===== src/rtl/stack_pkg.sv =====
// Shared definitions for the stack unit: default widths, the stack pointer
// start value, the {push,pop} command encodings and the count-width helper.
package stack_pkg;

    localparam int         DATA_W_DEF = 8;
    localparam logic [7:0] SP_TOP_DEF = 8'hFF;

    // Command encodings, formed as {push, pop}
    localparam logic [1:0] CMD_IDLE = 2'b00;
    localparam logic [1:0] CMD_POP  = 2'b01;
    localparam logic [1:0] CMD_PUSH = 2'b10;
    localparam logic [1:0] CMD_REPL = 2'b11;

    // The count must represent 0..DEPTH inclusive, hence one extra bit
    function automatic int cnt_w(input int depth);
        return $clog2(depth) + 1;
    endfunction

endpackage


===== src/rtl/stack_mem.sv =====
// Stack entry storage: DEPTH x DATA_W registers with one synchronous write
// port and one asynchronous read port. Contents are deliberately not reset.
module stack_mem #(
    parameter int DATA_W = 8,
    parameter int DEPTH  = 16,
    parameter int AW     = 4
) (
    input  logic              clk,
    input  logic              i_we,
    input  logic [AW-1:0]     i_waddr,
    input  logic [DATA_W-1:0] i_wdata,
    input  logic [AW-1:0]     i_raddr,
    output logic [DATA_W-1:0] o_rdata
);

    logic [DATA_W-1:0] r_mem [DEPTH];

    // Write one entry on the clock edge when enabled
    always_ff @(posedge clk) begin
        if (i_we) begin
            r_mem[i_waddr] <= i_wdata;
        end
    end

    assign o_rdata = r_mem[i_raddr];

endmodule


===== src/rtl/stack_unit.sv =====
// Hardware LIFO stack for the register datapath. Tracks the entry count,
// derives the stack pointer (SP_TOP - count), registers the popped value
// and keeps sticky overflow/underflow flags.
// Optional feature macro: STACK_PEEK_EN adds the combinational top_data port.
module stack_unit
    import stack_pkg::*;
#(
    parameter int         DATA_W = DATA_W_DEF,
    parameter int         DEPTH  = 16,
    parameter logic [7:0] SP_TOP = SP_TOP_DEF,
    localparam int        CNT_W  = cnt_w(DEPTH),
    localparam int        AW     = $clog2(DEPTH)
) (
    input  logic              clk,
    input  logic              rst,
    input  logic              push,
    input  logic              pop,
    input  logic [DATA_W-1:0] push_data,
    input  logic              err_clr,
`ifdef STACK_PEEK_EN
    output logic [DATA_W-1:0] top_data,
`endif
    output logic [DATA_W-1:0] pop_data,
    output logic              pop_valid,
    output logic [7:0]        sp_out,
    output logic [CNT_W-1:0]  count,
    output logic              full,
    output logic              empty,
    output logic              ovf_err,
    output logic              unf_err
);

    localparam logic [CNT_W-1:0] FULL_CNT = CNT_W'(DEPTH);
    localparam logic [CNT_W-1:0] ONE_CNT  = CNT_W'(1);
    localparam logic [AW-1:0]    ONE_ADDR = AW'(1);

    logic [CNT_W-1:0]  r_count;
    logic [DATA_W-1:0] r_pop_data;
    logic              r_pop_valid;
    logic              r_ovf_err;
    logic              r_unf_err;

    logic [1:0]        w_cmd;
    logic              w_full;
    logic              w_empty;
    logic [AW-1:0]     w_top_addr;
    logic [DATA_W-1:0] w_top_rdata;
    logic              w_we;
    logic [AW-1:0]     w_waddr;
    logic [CNT_W-1:0]  w_count_nxt;
    logic              w_pop_acc;
    logic [DATA_W-1:0] w_pop_nxt;
    logic              w_ovf_evt;
    logic              w_unf_evt;

    assign w_cmd      = {push, pop};
    assign w_full     = (r_count == FULL_CNT);
    assign w_empty    = (r_count == '0);
    // Low bits of count minus one; at count==DEPTH the low bits are zero and
    // this wraps to DEPTH-1, which is exactly the top entry.
    assign w_top_addr = r_count[AW-1:0] - ONE_ADDR;

    // Decode the command into storage write, next count and pop result
    always_comb begin
        w_we        = 1'b0;
        w_waddr     = r_count[AW-1:0];
        w_count_nxt = r_count;
        w_pop_acc   = 1'b0;
        w_pop_nxt   = r_pop_data;
        w_ovf_evt   = 1'b0;
        w_unf_evt   = 1'b0;
        case (w_cmd)
            CMD_PUSH: begin
                if (w_full) begin
                    w_ovf_evt = 1'b1;
                end else begin
                    w_we        = 1'b1;
                    w_count_nxt = r_count + ONE_CNT;
                end
            end
            CMD_POP: begin
                if (w_empty) begin
                    w_unf_evt = 1'b1;
                end else begin
                    w_pop_acc   = 1'b1;
                    w_pop_nxt   = w_top_rdata;
                    w_count_nxt = r_count - ONE_CNT;
                end
            end
            CMD_REPL: begin
                w_pop_acc = 1'b1;
                if (w_empty) begin
                    // Nothing stored: the pushed value passes straight through
                    w_pop_nxt = push_data;
                end else begin
                    w_we      = 1'b1;
                    w_waddr   = w_top_addr;
                    w_pop_nxt = w_top_rdata;
                end
            end
            default: begin
            end
        endcase
    end

    // Storage; writes are suppressed while reset is held so an aborted
    // operation leaves the entries untouched.
    stack_mem #(
        .DATA_W (DATA_W),
        .DEPTH  (DEPTH),
        .AW     (AW)
    ) u_mem (
        .clk     (clk),
        .i_we    (w_we & ~rst),
        .i_waddr (w_waddr),
        .i_wdata (push_data),
        .i_raddr (w_top_addr),
        .o_rdata (w_top_rdata)
    );

    // Count, pop result and sticky error flags; an error set beats err_clr
    always_ff @(posedge clk or posedge rst) begin
        if (rst) begin
            r_count     <= '0;
            r_pop_data  <= '0;
            r_pop_valid <= 1'b0;
            r_ovf_err   <= 1'b0;
            r_unf_err   <= 1'b0;
        end else begin
            r_count     <= w_count_nxt;
            r_pop_valid <= w_pop_acc;
            if (w_pop_acc) begin
                r_pop_data <= w_pop_nxt;
            end
            if (w_ovf_evt) begin
                r_ovf_err <= 1'b1;
            end else if (err_clr) begin
                r_ovf_err <= 1'b0;
            end
            if (w_unf_evt) begin
                r_unf_err <= 1'b1;
            end else if (err_clr) begin
                r_unf_err <= 1'b0;
            end
        end
    end

    assign count     = r_count;
    assign full      = w_full;
    assign empty     = w_empty;
    assign sp_out    = SP_TOP - 8'(r_count);
    assign pop_data  = r_pop_data;
    assign pop_valid = r_pop_valid;
    assign ovf_err   = r_ovf_err;
    assign unf_err   = r_unf_err;

`ifdef STACK_PEEK_EN
    assign top_data = w_empty ? '0 : w_top_rdata;
`endif

endmodule


===== config.mk =====
export PLATFORM = sky130hd
export DESIGN_NAME = stack_unit
export DESIGN_NICKNAME = d
export VERILOG_FILES = /design/src/rtl/stack_pkg.sv /design/src/rtl/stack_mem.sv /design/src/rtl/stack_unit.sv
export SDC_FILE = /design/constraint.sdc
export NUM_CORES = 1
export LEC_CHECK = 0
export ABC_AREA = 1
export CAP_MARGIN = 15
export CORE_MARGIN = 1
export CORE_UTILIZATION = 64
export CTS_BUF_LIST = sky130_fd_sc_hd__clkbuf_8 sky130_fd_sc_hd__clkbuf_16
export CTS_CLUSTER_SIZE = 28
export DETAILED_ROUTE_END_ITERATION = 7
export DONT_BUFFER_PORTS = 1
export PLACE_DENSITY_LB_ADDON = 0.08
export SLEW_MARGIN = 40
export SYNTH_ARGS = -nofsm -noshare
export SYNTH_HDL_FRONTEND = slang
export SYNTH_SLANG_ARGS = --single-unit
export TNS_END_PERCENT = 50

===== constraint.sdc =====
create_clock -name clk -period 6.3 [get_ports clk]
set_clock_uncertainty 0.2 [all_clocks]
set_input_delay 1.26 -clock clk [delete_from_list [all_inputs] [get_ports clk]]
set_output_delay 1.26 -clock clk [all_outputs]
set_load 0.02 [all_outputs]

==> GITHUB_STEP_SUMMARY, run 1 <==
## PnR job results

| Metric | Value |
|---|---|
| Cell Rows | 36 |
| Final min period | 3940 ps |
| Final WS setup | 2360 ps |
| Final setup TNS | 0 ps |
| Die Size | 0.01068 mm^2 |
| Mean Syn Cell Area | 9.770 um^2 |
| Clk_lat worst skew | 540 ps |
| ANT nets after route | 0 |
| Worst slack at placement | 2538 ps |
| Comb power frac | 38.1% |
| CTS tree | built |
| Worst-Margin Slew | 805.2 ps |
| Log Warnings | 27 |
| Outcome | finished clean |
| Worst-case clock buffer depth | 2 |
| Initial drt markers | 485 |
| Fmax | 253.8 MHz |
| Pre-antenna DRT Iters | 6 |
| Sequential share of power | 33.2% |
| Power Dens Cells | 510.9 mW/mm^2 |
| GR Overflow Total | 0 |
| Remaining DRCs | 0 |
| Post-Syn Area | 0.006575 mm^2 |
| Leakage | 3.223 nW |
| GP Congestion | 0.9413 |
| Largest net degree at the start of global routing | 69 |
| FP Util | 66.65% |
| Avg Vias per Cell | 5.656 |
| Max Cap Viol | 0 |
| Seq share, synth | 64.55% |
| # nets final | 688 |
| Area reported by Yosys stat | 0.006575 mm^2 |
| Post-route design area | 0.007269 mm^2 |
| Endpoints failing setup | 0 |
| WS Path Type | flop to flop |
| Core area | 0.009864 mm^2 |
| Die Span Y | 103.4 um |
| Wire per inst | 18.36 um |
| Clock transition at the registers of the reported paths | 60 ps |
| CP required | 6270 ps |
| RSZ-0062 raised after global routing | false |
| Hold buffers post-CTS | 0 |
| WHS Path Cells | 2 |
| GR Util All Layers | 30.60% |
| Cycle use final | 62.54% |
| Number of cells in Yosys stat | 673 |
| Peak VDD IR | 0.2718 mV |
| Setup bufs post-CTS | 0 |
| Psw | 1.501 mW |
| Top cells excl fill/tap | nand2_1, edfxtp_1, inv_1, nand3_1, nor2_1 |
| Distinct cell type count after synthesis | 28 |
| First-pass GRT wire length | 22.68 mm |
| Cts repair resizes | 0 |
| Post-place instance area | 0.006629 mm^2 |
| Crit start category | flop |
| CTS Buf Count | 17 |
| Crit end category | flop |
| Vias in the first global route | 4326 |
| Initial antenna violation count | 0 |
| Yosys warns | 0 |
| H-tree lvl count | 4 |
| Chip Width | 103.4 um |
| Share of cells above drive strength 1 | 6.608% |
| Crit path DAT | 3910 ps |
| Int Pwr | 2.212 mW |
| Most instantiated logic cell after routing | nand2_1 |
-- run 1: worst max-delay path: stages, from the launching register on --
cell and delay [ps]:
dfrtp_2 410, inv_2 100, buf_4 580, ha_1 450, xor2_2 670, a31oi_1 200
nor2_1 240, nand2_1 180, nor2_1 520
-- run 1: per-layer routing --
layer | part of all wire [%] | wire [um]
met5 | 0 | 0
met4 | 3.4 | 514
met3 | 11 | 1603
met2 | 47 | 6955
met1 | 39 | 5876
-- run 1: metrics by stage --
step	power, mW	std cells	hold WS (ps)
global route	3.890	814	465.8
detailed placement	2.601	783	420.1
finish	3.714	814	430.5
floorplan	2.258	675	389.1
CTS	3.671	814	436.5
global placement	2.567	783	410.1
-- run 1: path summary, 6_finish.rpt --
kind / startpoint / to / slack (ps)
setup / recovery: count[0]$_DFFE_PP0P_ / u_mem.r_mem[7][6]$_DFFE_PP_ / 2360
hold / removal: pop_data[0]$_DFFE_PP0P_ / pop_data[0]$_DFFE_PP0P_ / 430
setup reg to reg: count[0]$_DFFE_PP0P_ / u_mem.r_mem[7][6]$_DFFE_PP_ / 2360
hold reg to reg: pop_data[0]$_DFFE_PP0P_ / pop_data[0]$_DFFE_PP0P_ / 430
max in group asynchronous: rst / count[0]$_DFFE_PP0P_ / 5000
min in group asynchronous: rst / pop_valid$_DFF_PP0_ / 480
-- run 1: state kept, by name, indices dropped and copies added, names as in the netlist --
| name | cells |
|---|---|
| count | 5 |
| ovf_err | 1 |
| pop_data | 8 |
| pop_valid | 1 |
| u_mem.r_mem | 128 |
| unf_err | 1 |
-- run 1: logic make-up after synthesis --
kind of cell / count (synthesis) / synth area share [%]
buf+inv: 149 / 9.096
fa+ha+maj: 6 / 1.256
flops: 144 / 64.55
other cells: 1 / 0.05703
xor+xnor: 8 / 1.294
compound gates: 20 / 1.751
simple gates: 345 / 22.00
-- run 1: power groups by stage --
stage	clock network [mW]	logic (mW)	registers [mW]
after floorplan	0	1.02	1.24
after global placement	0	1.32	1.25
after detailed placement	0	1.35	1.25
after CTS	1.07	1.37	1.23
after global routing	1.11	1.54	1.24
final	1.07	1.41	1.23
-- run 1: layout make-up --
type | instances | area (um^2)
Multi-Input combinational cell | 382 | 1752
Inverter | 121 | 454.2
Tap cell | 133 | 166.4
Clock inverter | 14 | 215.2
Clock buffer | 17 | 414.1
Fill cell | 688 | 2595
Sequential cell | 144 | 4245
Timing Repair Buffer | 3 | 22.52
-- run 1: synth_stat cells (all sizes together) --
library cell	n	area [um^2]
a21oi	3	15.01
a31oi	1	6.260
buf	18	106.4
clkbuf	10	37.54
conb	1	3.750
dfrtp	16	400.4
edfxtp	128	3844
fa	1	20.02
ha	5	62.56
inv	121	454.2
nand2	211	797.0
nand3	106	530.5
nand4	3	25.02
nor2	25	93.84
o21ai	14	73.82
o21bai	1	7.510
o22ai	1	12.51
xnor2	3	33.79
xor2	5	51.30
run_1/detail.png
Region (68, 16) to (88, 36) um. Cells in grey, sequential cells in the stronger grey; small squares are vias.
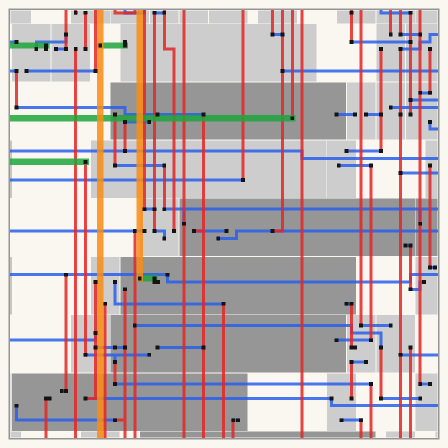
legend:
  blue:
    layer: metal 1
  green:
    layer: metal 3
  orange:
    layer: metal 4
  red:
    layer: metal 2
most frequent: nand3_1 (7), edfxtp_1 (5)
sequential cells in the window: 5
cells with their middle in the window: 23
netlist names of flops here include: u_mem.r_mem (5)

run_1/layer_met4.png
Scale: 4 px per um.
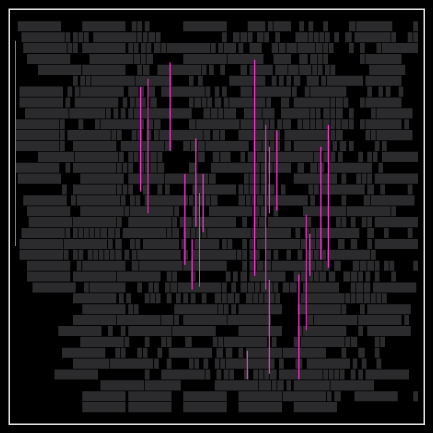
longest straight run: 53.7 um
wire length on this layer: 514 um
share of all routed wire: 3.4%
main direction: vertical
nets with wire on the layer: 16
DRT Wirelength: 14.95 mm
via count: 4604

run_1/congestion.png
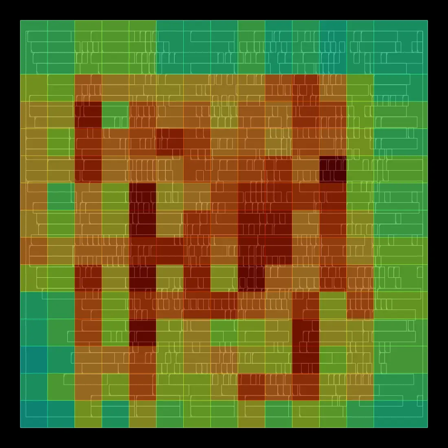
GR peak layer: met2
M1 GR Usage: 40.52%
Final Core Density: 73.69%
met2 usage: 45.54%
met3 Use GR: 9.073%

run_1/wires.png
Scale: 4 px per um.
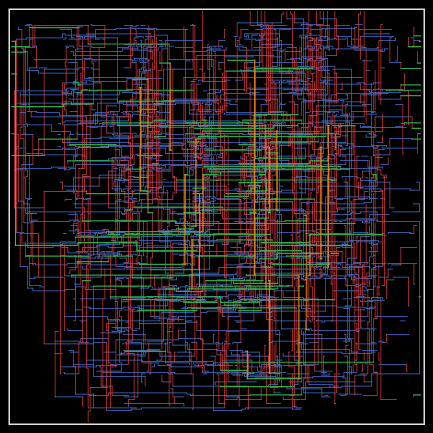

==> run 1 -> run 2 <==
CORE_UTILIZATION = 57   (was 64)
clock period = 3.45 ns   (was 6.3 ns; I/O delays follow)
run_2/wires.png
Scale: 3 px per um.
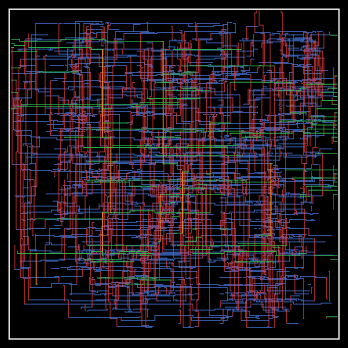
legend:
  red:
    layer: metal 2
    wire_length: 6860 um
  green:
    layer: metal 3
    wire_length: 1260 um
  orange:
    layer: metal 4
    wire_length: 218 um
  blue:
    layer: metal 1
    wire_length: 6580 um
wire per inst: 17.88 um
via count: 4440
DRT Wirelength: 14.92 mm
GR Util All Layers: 27.96%

run_2/congestion.png
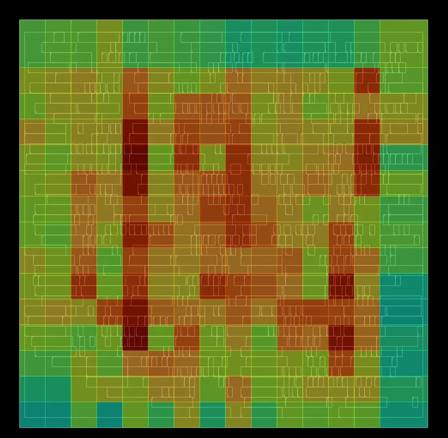
met2 usage: 42.68%
met3 Use GR: 9.366%
M1 GR Usage: 37.64%
Final Core Density: 66.29%

==> GITHUB_STEP_SUMMARY, run 2 <==
## PnR job results

| Metric | Value |
|---|---|
| Outcome | finished clean |
| Share of cells above drive strength 1 | 8.069% |
| Log Warnings | 27 |
| Final WS setup | 379.5 ps |
| Vias in the first global route | 4395 |
| RSZ-0062 raised after global routing | false |
| Placed instance count | 802 |
| Worst-case clock buffer depth | 2 |
| Crit start category | flop |
| Biggest area cells | edfxtp_1, nand2_1, nand3_1 |
| Power Dens Cells | 903.8 mW/mm^2 |
| Non-Filler Instances | 834 |
| CTS Buf Count | 17 |
| Avg Vias per Cell | 5.324 |
| Reg2reg start | count[1]$_DFFE_PP0P_ |
| Hold buffers post-CTS | 0 |
| Cell Rows | 38 |
| Clock transition at the registers of the reported paths | 60 ps |
| First-pass GRT wire length | 23.44 mm |
| Synth cell count leaders | nand2_1, edfxtp_1, inv_1 |
| Worst slack at placement | 412.1 ps |
| ANT nets after route | 0 |
| Endpoints failing setup | 0 |
| Worst setup path endpoint | u_mem.r_mem[7][5]$_DFFE_PP_ |
| Top cells excl fill/tap | nand2_1, edfxtp_1, inv_1, nand3_1, nor2_1 |
| Yosys warns | 0 |
| Distinct cell type count after synthesis | 28 |
| Pre-antenna DRT Iters | 5 |
| Largest net degree at the start of global routing | 68 |
| Asr flop ratio synth | 11.11% |
| Mean Syn Cell Area | 9.770 um^2 |
| Synth Flop Type | edfxtp_1 |
| Area leader, netlist | edfxtp_1 |
| CTS tree | built |
| Remaining DRCs | 0 |
| Most instantiated logic cell after routing | nand2_1 |
| Cts repair resizes | 0 |
| Crit path DAT | 2930 ps |
| Chip Width | 109.4 um |
| H-tree lvl count | 4 |
| Leakage | 3.246 nW |
| Area reported by Yosys stat | 0.006575 mm^2 |
| Crit end category | flop |
| Worst r2r dst | u_mem.r_mem[7][5]$_DFFE_PP_ |
| Fmax | 325.7 MHz |
| # nets final | 700 |
| Top-count cell post-synth | nand2_1 |
| Final min period | 3071 ps |
| Seq share, synth | 64.55% |
| Number of cells in Yosys stat | 673 |
| Initial antenna violation count | 0 |
| Area leader share | 58.46% |
| Core area | 0.01103 mm^2 |
| FP Util | 59.61% |
| Initial drt markers | 384 |
| Clk_lat worst skew | 430 ps |
| GP Congestion | 0.8607 |
| Post-Syn Area | 0.006575 mm^2 |
| Reg2Reg Setup Slack | 380 ps |
| Die Span Y | 109.4 um |
| EDFF count, synth | 128 |
| Setup bufs post-CTS | 0 |
| Max Cap Viol | 0 |
==> run 2: cell counts after synthesis <==
Identical to the previous run, type by type.
==> run 2: kinds of logic (layout without fill, tap and decap cells) <==
kind of cell	Yosys count	after routing	share of synthesized area, %
AND/OR/NAND/NOR	345	345	22.00
buffers and inverters	149	168	9.096
flip-flops	144	144	64.55
AND-OR/OR-AND	20	20	1.751
XOR/XNOR	8	8	1.294
adder cells (fa/ha/maj)	6	6	1.256
other	1	3	0.05703
==> run 2: final cells by class <==
cell class / instances / area [um^2]
Inverter: 121 / 454.2
Timing Repair Buffer: 15 / 112.6
Clock inverter: 15 / 158.9
Sequential cell: 144 / 4245
Tap cell: 140 / 175.2
Fill cell: 878 / 3719
Clock buffer: 17 / 425.4
Multi-Input combinational cell: 382 / 1740
==> run 2: metrics by stage <==
step	cell area, um^2	hold slack, ps	power [mW]	util, %
6_report	7312	22.40	6.608	66.29
5_1_grt	7312	25.55	7.015	66.29
3_5_place_dp	6728	409.3	4.815	60.99
4_1_cts	7312	17.37	6.612	66.29
3_3_place_gp	6728	407.6	4.787	60.99
2_1_floorplan	6583	389.1	4.124	-
==> run 2: routing by layer <==
layer / global-route usage, % / vias to the layer above / share of wire (%) / wire, um
met3: 9.366 / 22 / 8.4 / 1256
li1: - / 2166 / - / -
met4: 9.619 / 0 / 1.5 / 218
met2: 42.68 / 184 / 46 / 6855
met1: 37.64 / 2068 / 44 / 6584
met5: 0 / - / 0 / 0
==> run 2: worst max-delay path, cell delays in order (launching register included) <==
cell	delay, ps
dfrtp_1	500
inv_1	330
ha_1	260
nand4_2	180
nand2_2	180
xor2_1	280
nand2_1	190
nor2_1	580
==> run 2: how the worst min path moves through the flow <==
stage | start | endpoint | slack, ps | cells past startpoint
floorplan | pop_data[0]$_DFFE_PP0P_ | pop_data[0]$_DFFE_PP0P_ | 390 | 2
global placement | pop_data[0]$_DFFE_PP0P_ | pop_data[0]$_DFFE_PP0P_ | 410 | 2
finish | rst | pop_valid$_DFF_PP0_ | 20 | 2
CTS | rst | pop_data[6]$_DFFE_PP0P_ | 20 | 2
detailed placement | pop_data[7]$_DFFE_PP0P_ | pop_data[7]$_DFFE_PP0P_ | 410 | 2
global route | rst | pop_valid$_DFF_PP0_ | 30 | 2
==> run 2: power breakdown <==
group	internal (mW)	switching (mW)
Combinational	0.768	1.81
Sequential	2.06	0.184
Clock	1.07	0.720
Total	3.90	2.71
Power figures rest on the tool's default switching activity, not on a simulated workload.
